<file path="src/rtl/uart_pkg.sv">
// uart_pkg: shared UART receiver types, default rates and ASCII command codes
package uart_pkg;
  typedef enum logic [2:0] {IDLE, START, DATA, STOP, WAIT_IDLE} uart_rx_state_t;
  localparam int DEF_CLK_FREQ = 100_000_000;
  localparam int DEF_BAUD = 9600;
  localparam logic [7:0] CMD_X = 8'h58;
  localparam logic [7:0] CMD_O = 8'h4F;
  localparam logic [7:0] CMD_R = 8'h52;
  localparam logic [7:0] CMD_1 = 8'h31;
  localparam logic [7:0] CMD_2 = 8'h32;
  localparam logic [7:0] CMD_3 = 8'h33;
  localparam logic [7:0] CMD_4 = 8'h34;
  localparam logic [7:0] CMD_5 = 8'h35;
  localparam logic [7:0] CMD_6 = 8'h36;
  localparam logic [7:0] CMD_7 = 8'h37;
  localparam logic [7:0] CMD_8 = 8'h38;
  localparam logic [7:0] CMD_9 = 8'h39;
endpackage

</file>
<file path="src/rtl/sync_2ff.sv">
// sync_2ff: two-flop synchronizer for an asynchronous single-bit input
//   clk   in  system clock
//   reset in  asynchronous active-low reset, loads RST_VAL into both flops
//   d     in  asynchronous input
//   q     out synchronized output
module sync_2ff #(
  parameter logic RST_VAL = 1'b1
) (
  input  logic clk,
  input  logic reset,
  input  logic d,
  output logic q
);
  logic meta;
  always_ff @(posedge clk or negedge reset) begin
    if (!reset) {q, meta} <= {2{RST_VAL}};
    else {q, meta} <= {meta, d};
  end
endmodule

</file>
<file path="src/rtl/uart_rx.sv">
// uart_rx: 8N1 UART receiver with a one-entry valid/ready output buffer
//   clk       in  system clock
//   reset     in  asynchronous active-low reset
//   RsRx      in  asynchronous serial line, idles high
//   rx_data   out received byte, valid while rx_valid
//   rx_valid  out buffered byte available
//   rx_ready  in  consumer accepts the byte
//   frame_err out one-cycle pulse on a low stop bit
//   overrun   out one-cycle pulse when a completed byte is dropped
//   busy      out receiver FSM not idle
module uart_rx import uart_pkg::*; #(
  parameter int CLK_FREQ = DEF_CLK_FREQ,
  parameter int BAUD = DEF_BAUD,
  parameter int DATA_BITS = 8
) (
  input  logic                 clk,
  input  logic                 reset,
  input  logic                 RsRx,
  output logic [DATA_BITS-1:0] rx_data,
  output logic                 rx_valid,
  input  logic                 rx_ready,
  output logic                 frame_err,
  output logic                 overrun,
  output logic                 busy
);
  localparam int CLKS_PER_BIT = CLK_FREQ / BAUD;
  localparam int HALF_BIT = CLKS_PER_BIT / 2;
  localparam int CW = $clog2(CLKS_PER_BIT);
  localparam int BW = $clog2(DATA_BITS);
  uart_rx_state_t state, next;
  logic [CW-1:0] cnt;
  logic [BW-1:0] bit_idx;
  logic [DATA_BITS-1:0] shreg;
  logic rx_s, half, tick, last, done, ferr;
  sync_2ff #(.RST_VAL(1'b1)) u_sync (.clk(clk), .reset(reset), .d(RsRx), .q(rx_s));
  always_ff @(posedge clk or negedge reset) begin
    if (!reset) state <= IDLE;
    else state <= next;
  end
  always_comb begin
    next = state;
    case (state)
      IDLE:      next = rx_s ? IDLE : START;
      START:     next = half ? (rx_s ? IDLE : DATA) : START;
      DATA:      next = (tick && last) ? STOP : DATA;
      STOP:      next = tick ? (rx_s ? IDLE : WAIT_IDLE) : STOP;
      WAIT_IDLE: next = rx_s ? IDLE : WAIT_IDLE;
      default:   next = IDLE;
    endcase
  end
  always_comb begin
    half = cnt == CW'(HALF_BIT - 1);
    tick = cnt == CW'(CLKS_PER_BIT - 1);
    last = bit_idx == BW'(DATA_BITS - 1);
    done = state == STOP && tick && rx_s;
    ferr = state == STOP && tick && !rx_s;
    busy = state != IDLE;
  end
  // cnt restarts at the mid-start sample so every later tick lands mid-bit
  always_ff @(posedge clk or negedge reset) begin
    if (!reset) begin
      cnt <= '0;
      bit_idx <= '0;
      shreg <= '0;
    end else begin
      cnt <= (state == IDLE || state == WAIT_IDLE || (state == START && half) || tick) ? '0 : cnt + 1'b1;
      bit_idx <= (state == START && half) ? '0 : (state == DATA && tick && !last) ? bit_idx + 1'b1 : bit_idx;
      if (state == DATA && tick) shreg <= {rx_s, shreg[DATA_BITS-1:1]};
    end
  end
  // a completed byte may replace the buffered one only when it is being accepted this cycle
  always_ff @(posedge clk or negedge reset) begin
    if (!reset) begin
      rx_data <= '0;
      rx_valid <= 1'b0;
      frame_err <= 1'b0;
      overrun <= 1'b0;
    end else begin
      frame_err <= ferr;
      overrun <= done && rx_valid && !rx_ready;
      if (done && (!rx_valid || rx_ready)) begin
        rx_data <= shreg;
        rx_valid <= 1'b1;
      end else if (rx_valid && rx_ready) rx_valid <= 1'b0;
    end
  end
endmodule

</file>
<file path="config.mk">
export PLATFORM = sky130hd
export DESIGN_NAME = uart_rx
export DESIGN_NICKNAME = d
export VERILOG_FILES = /design/src/rtl/uart_pkg.sv /design/src/rtl/sync_2ff.sv /design/src/rtl/uart_rx.sv
export SDC_FILE = /design/constraint.sdc
export NUM_CORES = 1
export LEC_CHECK = 0
export CORE_ASPECT_RATIO = 0.75
export CORE_MARGIN = 1
export CORE_UTILIZATION = 31
export CTS_CLUSTER_SIZE = 12
export DETAILED_ROUTE_END_ITERATION = 16
export PLACE_DENSITY_LB_ADDON = 0.2
export SLEW_MARGIN = 20
export SYNTH_ARGS = -nofsm -noshare
export SYNTH_HDL_FRONTEND = slang
export SYNTH_HIERARCHICAL = 1
export SYNTH_SLANG_ARGS = --single-unit
</file>
<file path="constraint.sdc">
create_clock -name clk -period 1.55 [get_ports clk]
set_input_delay 0.31 -clock clk [delete_from_list [all_inputs] [get_ports clk]]
set_output_delay 0.31 -clock clk [all_outputs]
set_load 0.02 [all_outputs]
</file>
Fig. 1: layout detail
Bar = 5 um. Window x 36 to 56, y 39 to 59 um. Cells in gray, sequential cells in the stronger gray; small squares are vias.
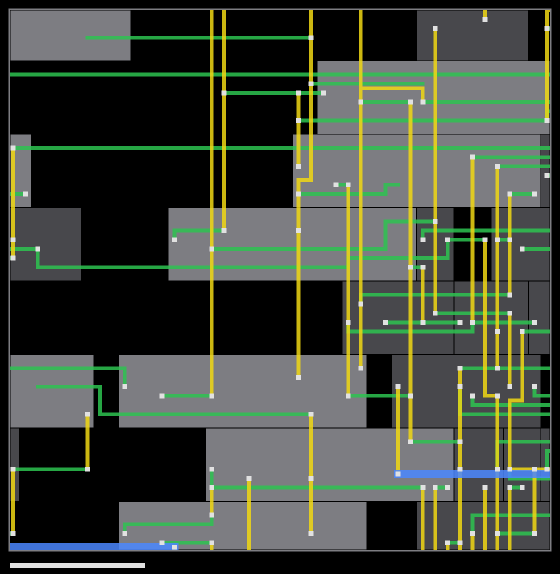
| color | layer |
|---|---|
| blue | M3 |
| yellow | M2 |
| green | M1 |
sequential cells in the window: 6
netlist names of flops here include: state (3), cnt (2)
cells with their middle in the window: 16
most frequent: dfrtp_1 (6), buf_4 (3), nor2_1 (2)

Fig. 2: selected gate families
Bar = 20 um.
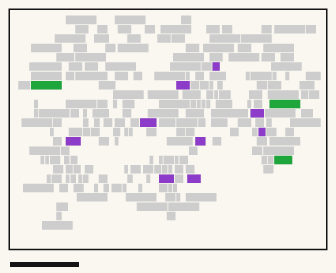
| color | family | cells |
|---|---|---|
| green | fa/ha/maj cells | 3 |
| purple | and/or cells | 9 |
dominant logic cell type in the layout: dfrtp_1
Final Non-Filler Cells: 287
logic share of the area: 0.3553

Fig. 3: sequential cells colored by netlist name
Bar = 20 um. Other sequential cells in the stronger gray, the rest of the logic in the fainter gray.
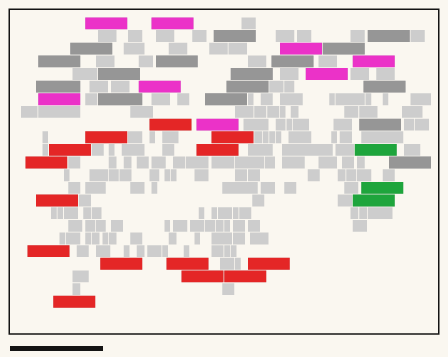
| color | netlist name | flops |
|---|---|---|
| green | bit_idx | 3 |
| red | cnt | 14 |
| magenta | shreg | 8 |
not colored: 16
area taken by flip-flops and latches: 0.001028 mm^2
Seq/total area: 0.4073
P_seq: 1.07 mW

==> Changelog: implementation <==
## Implementation

* Final setup fails at 33
* Failing checks: negative setup slack
* Unique cell types at 34
* Synth area leader: dfrtp_1
* Clk root buf: clkbuf_8
* Log Warnings at 29
* CTS H-tree lvls at 2
* Input/output buffers at 15
* Hold Crit Class: reg -> reg
* Initial antenna violation count at 0
* Setup TNS at -1796 ps
* Die X at 92.03 um
* Status: complete, but fails checks
* Critical Path RT at 1720 ps
* Compound-Gate Fraction of Synth Area at 0.03984
* Critical path class: reg -> reg
* Post-synth regs at 41
* MUX share of area at 0.1016
* DRT Pass-1 Iters at 4
* Diode count at 0
* Post-synth EDFFs at 0
* Final WS setup at -89.30 ps
Fig. 4: metal layers overlaid
Bar = 20 um.
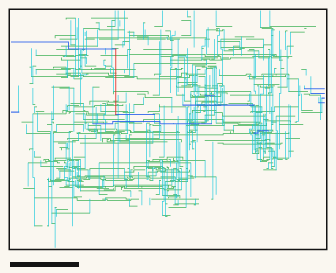
| color | layer | wire length |
|---|---|---|
| blue | M3 | 122 um |
| cyan | M2 | 1,860 um |
| red | M4 | 19.0 um |
| green | M1 | 2,040 um |
routed wire length: 4041 um
total number of vias: 1,348

Fig. 5: congestion heat map
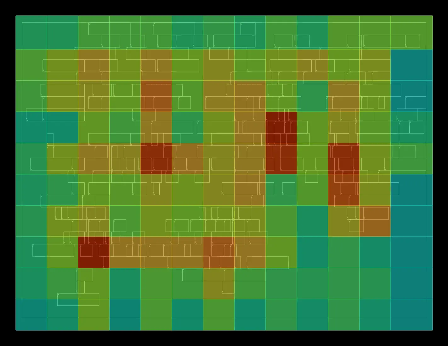
met3 usage: 0.03618
met1 Use GR: 0.2025
met2 global-route usage: 0.2106

==> synthesized netlist by cell type, types with 2 or more instances <==
master	count
buf_6	2
nand4b_1	3
nand2b_1	3
or3_1	3
dfrtp_1	39
nand2_1	6
dfstp_2	2
ha_1	3
a21oi_1	4
mux2_2	17
nor2_1	23
o21ai_0	4
nand3_1	5
inv_1	5
nand3b_1	2
nor4_1	2
nor3_1	5
nand4_1	4
xnor2_1	11
and4bb_1	2
==> how the worst max path moves through the flow <==
stage                                  end                from  slack, ps  cells after the start
finish              rx_data[6]$_DFFE_PN0P_    cnt[0]$_DFF_PN0_        -90                      5
global route        rx_data[6]$_DFFE_PN0P_    cnt[0]$_DFF_PN0_       -170                      5
CTS                       cnt[3]$_DFF_PN0_    cnt[3]$_DFF_PN0_       -110                      4
detailed placement        cnt[8]$_DFF_PN0_    cnt[1]$_DFF_PN0_       -100                      6
global placement                      busy  state[1]$_DFF_PN0_        -60                      2
floorplan                cnt[12]$_DFF_PN0_    cnt[5]$_DFF_PN0_        -70                      5
==> routing by layer <==
layer | track usage | up-vias | share of wire
met3 | 0.03618 | 2 | 0.030
met1 | 0.2025 | 669 | 0.51
li1 | - | 661 | -
met5 | 0 | - | 0
met4 | 0.03299 | 0 | 0.0047
met2 | 0.2106 | 16 | 0.46
==> sequential cells by signal, summed over array words and instances, names as in the netlist <==
register and flops:
frame_err 1, u_sync/q 1, shreg 8, overrun 1
bit_idx 3, rx_valid 1, state 3, cnt 14
rx_data 8, u_sync/meta 1
==> report_power, final <==
| group | total (mW) | switching, mW | leakage (nW) | internal, mW |
|---|---|---|---|---|
| Sequential | 1.07 | 0.00154 | 0.551 | 1.07 |
| Clock | 0.845 | 0.367 | 0.0552 | 0.478 |
| Combinational | 0.0371 | 0.0245 | 0.659 | 0.0126 |
| Total | 1.96 | 0.393 | 1.27 | 1.56 |
==> final cells by class <==
cell class,count,share of cell area
Inverter,5,0.007433
Tap cell,78,0.03865
Multi-Input combinational cell,110,0.3553
Timing Repair Buffer,45,0.1487
Clock inverter,2,0.01388
Sequential cell,41,0.4073
Clock buffer,6,0.02874
==> worst max-delay path: cells and delay by family (launching register included) <==
| kind | cells | cell delay [ps] |
|---|---|---|
| adder cells (fa/ha/maj) | 1 | 170 |
| flip-flops | 1 | 400 |
| multiplexers | 1 | 330 |
| AND/OR/NAND/NOR | 3 | 620 |
==> metrics by stage <==
stage          setup slack [ps]  area, um^2  power (mW)    util  cells
2_1_floorplan            -66.92        1914       1.097       -    159
3_3_place_gp             -60.24        2340       1.131  0.4016    277
3_5_place_dp             -101.7        2340       1.132  0.4016    277
4_1_cts                  -106.9        2469       1.991  0.4238    286
5_1_grt                  -167.2        2525       2.030  0.4334    287
6_report                 -89.30        2525       1.957  0.4334    287
==> repair_timing <==
action	in CTS	in global routing
pin swaps	3	1
gates resized	18	15
endpoints found under the setup margin	44	40
endpoints found under the hold margin	14	0
buffers inserted	0	1
hold buffers	1	0
No activity file was given, so power comes from the tool's default toggle rates.
